<file path="config.mk">
export PLATFORM = sky130hd
export DESIGN_NAME = mem_access_unit
export DESIGN_NICKNAME = d
export VERILOG_FILES = /design/src/rtl/mem_access_unit_pkg.sv /design/src/rtl/mem_access_unit_mem_wb.sv /design/src/rtl/mem_access_unit.sv
export SDC_FILE = /design/constraint.sdc
export NUM_CORES = 1
export LEC_CHECK = 0
export CAP_MARGIN = 0
export CORE_AREA = 5 5 160 162
export CTS_BUF_LIST = sky130_fd_sc_hd__clkbuf_16
export CTS_CLUSTER_DIAMETER = 30
export CTS_CLUSTER_SIZE = 24
export DETAILED_ROUTE_END_ITERATION = 8
export DIE_AREA = 0 0 165 167
export GPL_ROUTABILITY_DRIVEN = 0
export GPL_TIMING_DRIVEN = 0
export PLACE_DENSITY = 0.63
export SYNTH_ARGS = -nofsm -noshare
export SYNTH_HDL_FRONTEND = slang
export SYNTH_SLANG_ARGS = --single-unit
</file>
<file path="constraint.sdc">
create_clock -name clk -period 3.29 [get_ports clk]
set_input_delay 0.4935 -clock clk [delete_from_list [all_inputs] [get_ports clk]]
set_output_delay 0.4935 -clock clk [all_outputs]
set_load 0.01 [all_outputs]
</file>
<file path="src/rtl/mem_access_unit_pkg.sv">
// mem_access_unit_pkg: shared state type, PC-select encodings and defaults
package mem_access_unit_pkg;
  typedef enum logic {IDLE, WAIT} state_t;
  localparam logic [1:0] PC_SEQ    = 2'b00;
  localparam logic [1:0] PC_BRANCH = 2'b01;
  localparam logic [1:0] PC_JUMP   = 2'b10;
  localparam int TIMEOUT_DEF = 16;
endpackage

</file>
<file path="src/rtl/mem_access_unit_mem_wb.sv">
// mem_wb_reg: MEM/WB pipeline register with bubble insertion
//   clk, rst (async active-low)
//   bubble   : clears RegWrite/MemtoReg on this edge
//   rdata_en : captures rdata into mem_read_data_out
//   *_in     : EX/MEM values, *_out : MEM/WB values
module mem_wb_reg
  import mem_access_unit_pkg::*;
(
  input  logic        clk,
  input  logic        rst,
  input  logic        bubble,
  input  logic        rdata_en,
  input  logic        RegWrite_in,
  input  logic [1:0]  MemtoReg_in,
  input  logic [31:0] rdata,
  input  logic [31:0] ALU_result_in,
  input  logic [31:0] PC_plus_4_in,
  input  logic [4:0]  rd_in,
  output logic        RegWrite_out,
  output logic [1:0]  MemtoReg_out,
  output logic [31:0] mem_read_data_out,
  output logic [31:0] ALU_result_out,
  output logic [31:0] PC_plus_4_out,
  output logic [4:0]  MEM_WB_RegisterRd_out
);
  always_ff @(posedge clk or negedge rst)
    if (!rst) begin
      RegWrite_out          <= 1'b0;
      MemtoReg_out          <= 2'b00;
      mem_read_data_out     <= '0;
      ALU_result_out        <= '0;
      PC_plus_4_out         <= '0;
      MEM_WB_RegisterRd_out <= '0;
    end else begin
      RegWrite_out          <= RegWrite_in & ~bubble;
      MemtoReg_out          <= bubble ? 2'b00 : MemtoReg_in;
      ALU_result_out        <= ALU_result_in;
      PC_plus_4_out         <= PC_plus_4_in;
      MEM_WB_RegisterRd_out <= rd_in;
      if (rdata_en) mem_read_data_out <= rdata;
    end
endmodule

</file>
<file path="src/rtl/mem_access_unit.sv">
// mem_access_unit: MEM stage with handshaked data-memory access and PC redirect
//   clk, rst (async active-low)
//   EX/MEM inputs   : control bits, MemtoReg_in, addresses/data, EX_MEM_RegisterRd_in
//   dmem_*          : request (req/we/addr/wdata) and response (ack/rdata)
//   mem_stall       : holds IF/ID/EX and EX/MEM while an access is outstanding
//   PCSrc/PC_target : combinational next-PC select, *_Flush on any redirect
//   align_err/bus_err : one-cycle error pulses
//   MEM/WB outputs  : registered writeback values
module mem_access_unit
  import mem_access_unit_pkg::*;
#(
  parameter int TIMEOUT = TIMEOUT_DEF
) (
  input  logic        clk,
  input  logic        rst,
  input  logic        RegWrite_in,
  input  logic        Branch_in,
  input  logic        MemRead_in,
  input  logic        MemWrite_in,
  input  logic        Jump_in,
  input  logic        ALU_zero_in,
  input  logic [1:0]  MemtoReg_in,
  input  logic [31:0] jump_addr_in,
  input  logic [31:0] branch_addr_in,
  input  logic [31:0] PC_plus_4_in,
  input  logic [31:0] ALU_result_in,
  input  logic [31:0] reg_read_data_2_in,
  input  logic [4:0]  EX_MEM_RegisterRd_in,
  output logic        dmem_req,
  output logic        dmem_we,
  output logic [31:0] dmem_addr,
  output logic [31:0] dmem_wdata,
  input  logic        dmem_ack,
  input  logic [31:0] dmem_rdata,
  output logic        mem_stall,
  output logic [1:0]  PCSrc,
  output logic [31:0] PC_target,
  output logic        IF_Flush,
  output logic        ID_Flush,
  output logic        EX_Flush,
  output logic        align_err,
  output logic        bus_err,
  output logic        RegWrite_out,
  output logic [1:0]  MemtoReg_out,
  output logic [31:0] mem_read_data_out,
  output logic [31:0] ALU_result_out,
  output logic [31:0] PC_plus_4_out,
  output logic [4:0]  MEM_WB_RegisterRd_out
);
  localparam int CW = $clog2(TIMEOUT) + 1;
  state_t state;
  logic [CW-1:0] cnt;
  logic access, aligned, start, ack_hit, timeout, bubble;
  always_comb begin
    access    = MemRead_in | MemWrite_in;
    aligned   = ALU_result_in[1:0] == 2'b00;
    start     = state == IDLE && access && aligned;
    ack_hit   = state == WAIT && dmem_ack;
    timeout   = state == WAIT && !dmem_ack && cnt == CW'(TIMEOUT - 1);
    mem_stall = start || (state == WAIT && !dmem_ack && !timeout);
    // gated by rst so the pulse is held low while reset is asserted
    align_err = rst && state == IDLE && access && !aligned;
    bus_err   = timeout;
    dmem_req  = state == WAIT;
    bubble    = mem_stall | align_err | timeout;
    PCSrc     = Jump_in ? PC_JUMP : (Branch_in && ALU_zero_in) ? PC_BRANCH : PC_SEQ;
    PC_target = Jump_in ? jump_addr_in : (Branch_in && ALU_zero_in) ? branch_addr_in : PC_plus_4_in;
    IF_Flush  = PCSrc != PC_SEQ;
    ID_Flush  = PCSrc != PC_SEQ;
    EX_Flush  = PCSrc != PC_SEQ;
  end
  // request fields are captured once at issue and held for the whole WAIT
  always_ff @(posedge clk or negedge rst)
    if (!rst) begin
      state      <= IDLE;
      cnt        <= '0;
      dmem_we    <= 1'b0;
      dmem_addr  <= '0;
      dmem_wdata <= '0;
    end else if (start) begin
      state      <= WAIT;
      cnt        <= '0;
      dmem_we    <= MemWrite_in;
      dmem_addr  <= ALU_result_in;
      dmem_wdata <= reg_read_data_2_in;
    end else if (ack_hit || timeout) begin
      state <= IDLE;
    end else if (state == WAIT) begin
      cnt <= cnt + CW'(1);
    end
  mem_wb_reg u_mem_wb (
    .clk                   (clk),
    .rst                   (rst),
    .bubble                (bubble),
    .rdata_en              (ack_hit),
    .RegWrite_in           (RegWrite_in),
    .MemtoReg_in           (MemtoReg_in),
    .rdata                 (dmem_rdata),
    .ALU_result_in         (ALU_result_in),
    .PC_plus_4_in          (PC_plus_4_in),
    .rd_in                 (EX_MEM_RegisterRd_in),
    .RegWrite_out          (RegWrite_out),
    .MemtoReg_out          (MemtoReg_out),
    .mem_read_data_out     (mem_read_data_out),
    .ALU_result_out        (ALU_result_out),
    .PC_plus_4_out         (PC_plus_4_out),
    .MEM_WB_RegisterRd_out (MEM_WB_RegisterRd_out)
  );
endmodule

</file>
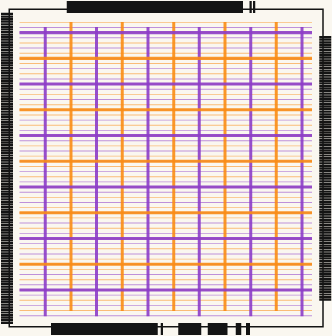
*PDN straps and rails*
Pins as bars on the die edge.
Key: purple = VSS; orange = VDD
11 straps on met5. 418 signal pins sit on the boundary. 11 straps on met4. 58 met1 rails follow the rows.

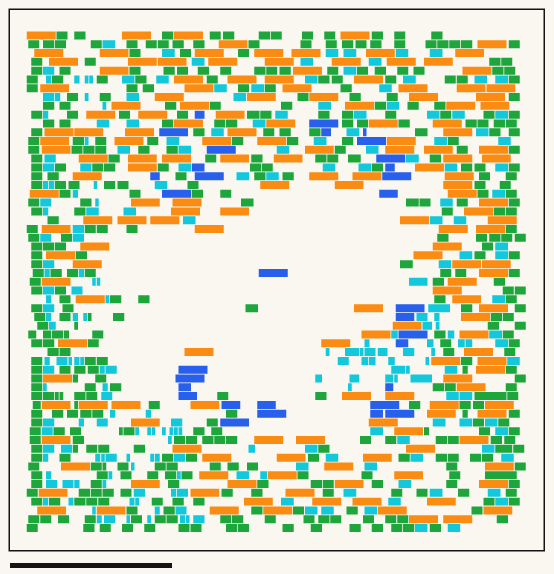
*Placed cells, one color a class*
The bar under the picture is 50 microns long.
Key: orange = flops [cells 175, share of their area 39%]; green = other buffers and delay cells [cells 442, share of their area 39%]; cyan = combinational and other logic [cells 228, share of their area 17%]; blue = clock drivers and dummy loads [cells 32, share of their area 5.3%]

==> ci_impl_report.md <==
## Synthesis and layout report

| Metric | Value |
|---|---|
| Drt drc | `0` |
| Synth top area cells | `dfrtp_1 (68%), mux2_2 (16%), mux2i_1 (5.3%)` |
| First-pass GRT wire length | `34.2 mm` |
| Total grt overflow | `0` |
| H-tree depth | `4` |
| Floorplan Nets | `636` |
| Clk slew on worst S/H paths | `0.07 ns` |
| Comb area | `1940 sq um` |
| Wire per inst | `19.2 microns` |
| Outcome | `complete, no violations` |
| Floorplan core density | `27.0%` |
| Critical Path Source | `ALU_result_in[0]` |
| Tap Cells | `324` |
| Post-CTS Setup Bufs | `0` |
| F_max | `321 MHz` |
| Worst slack at placement | `0.0967 ns` |
| Total negative slack | `0 ns` |
| VDD IR max | `0.274 mV` |
| Element type at the critical path start | `input port` |
| Mean Syn Cell Area | `15.2 sq um` |
| MI comb cells | `226` |
| IO Pins | `418` |
| And+or+nand+nor area frac | `4.06%` |
| Maxcap violations | `0` |
| Crit-path slowest cell | `nor3_4` |
| Final setup fails | `0` |
| Clock Root Buffer | `clkbuf_16` |
| PostCTS Resize Cnt | `0` |
| Cell area after synthesis | `6480 sq um` |
| Flip-flops with a built-in enable | `0` |
| Max-slew violations | `0` |
| Critical path peak fanout | `10` |
| Fillers | `2,194` |
| Clock Sinks | `175` |
| Cells in synth_stat.txt | `426` |
| Fraction of layout cells with a size suffix above 1 | `16.6%` |
| Final core utilization | `48.9%` |
| CLK BUF | `17` |
| Total power draw | `6.58 mW` |
| Leakage | `4.96 nW` |
| DPL Wire Length | `18.3 mm` |
| Design Area, Final | `11,700 sq um` |
| Die Area | `27,600 sq um` |
| Yosys adder share | `0.386%` |
| Async S/R FF share, synth | `100%` |
| Clk_lat worst skew | `0.43 ns` |
| Biggest cell delay along the critical path | `0.65 ns` |
| Worst-margin pin slew | `0.704 ns` |
| Post-Synthesis Cells | `426` |
| Largest net degree at the start of global routing | `120` |
| Nets | `1,074` |
| CP dominant cell by count | `clkdlybuf4s50_1` |
| Placed instance area | `11,100 sq um` |
| Clk cell area share | `5.10%` |
| Crit-path leading delay family | `buffers and inverters` |
| Count of final hold-check violations | `0` |
| Area growth syn-to-layout | `81.0%` |
| Most common reg cell | `dfrtp_1` |
| Sequential cell area share | `37.3%` |
| Setup crit end kind | `output port` |
| Hold Path Class | `in2async` |
| Log Warnings | `28` |
| CP Data Arrival Time | `2.62 ns` |
| Pwr/cell area | `561 nW/um^2` |
| Max clock buf depth | `2` |
| I/O Buffers | `416` |
| ANT nets after route | `0` |
| Worst Slack Setup Final | `0.175 ns` |
| Die span in x | `165 microns` |
| Cell count after placement | `1,167` |
| RSZ-0062 raised after global routing | `no` |
| Antenna Cells | `2` |
| CTS buffer count | `17` |
| Clock skew | `0.0120 ns` |
| Initial DRC Count | `160` |
| Flop count | `175` |
| Yosys chip area | `6480 sq um` |
| Mux cell area share | `21.8%` |
| Crit path buffers/inverters | `3` |
| Core Region | `24,000 sq um` |
| Ys flops | `175` |
| Slew HR | `52.9%` |
| Cycle use final | `94.7%` |
| Commonest cells post-synth | `dfrtp_1 (175), mux2_2 (90), mux2i_1 (34), nand2_1 (34), o21ai_0 (33)` |
| Cell taking the most area after synthesis | `dfrtp_1` |
| Total track usage | `16.5%` |
| DRT Wirelength | `23.1 mm` |
| CP Class | `in2out` |
layout by cell type, fill, tap and decap left out, types with 5 or more instances in the layout:
cell             Yosys  layout
nor2_1               6       6
buf_6                7       7
clkdlybuf4s50_1      0     415
o21ai_0             33      33
nand2_1             34      34
clkbuf_16            0      17
clkbuf_1             7       7
buf_2                6       6
mux2_1               5       5
dfrtp_1            175     175
mux2i_1             34      34
mux2_2              90      90
routing by layer:
metal  vias up  GRT usage, %  wire length [microns]
li1       2359             -                      -
met3        24          6.57                   2500
met2       261          29.3                  11900
met1      2455          17.6                   8270
met4         0          5.57                    425
met5         -             0                      0
flip-flops by register name, summed over array words and instances (netlist names):
name                            count
dmem_req                            1
dmem_wdata                         32
u_mem_wb.MEM_WB_RegisterRd_out      5
cnt                                 5
u_mem_wb.ALU_result_out            32
u_mem_wb.RegWrite_out               1
u_mem_wb.MemtoReg_out               2
u_mem_wb.mem_read_data_out         32
dmem_addr                          32
u_mem_wb.PC_plus_4_out             32
dmem_we                             1
worst paths after layout:
| kind | cells after the start | endpoint | slack [ns] |
|---|---|---|---|
| max in group asynchronous | 2 | u_mem_wb.mem_read_data_out[31]$_DFFE_PN0P_ | 2.22 |
| worst min register to register | 1 | dmem_wdata[8]$_DFFE_PN0P_ | 0.48 |
| worst min-delay path | 2 | u_mem_wb.mem_read_data_out[19]$_DFFE_PN0P_ | 0.03 |
| worst max register to register | 4 | dmem_wdata[3]$_DFFE_PN0P_ | 1.37 |
| min in group clk | 1 | dmem_wdata[8]$_DFFE_PN0P_ | 0.48 |
| worst max-delay path | 5 | mem_stall | 0.18 |
power breakdown:
part,total [mW],switching (mW),internal (mW)
combinational,1.85,0.679,1.17
sequential,2.69,0.178,2.51
clock,2.04,1.01,1.03
total,6.58,1.86,4.71
No activity file was given, so power comes from the tool's default toggle rates.
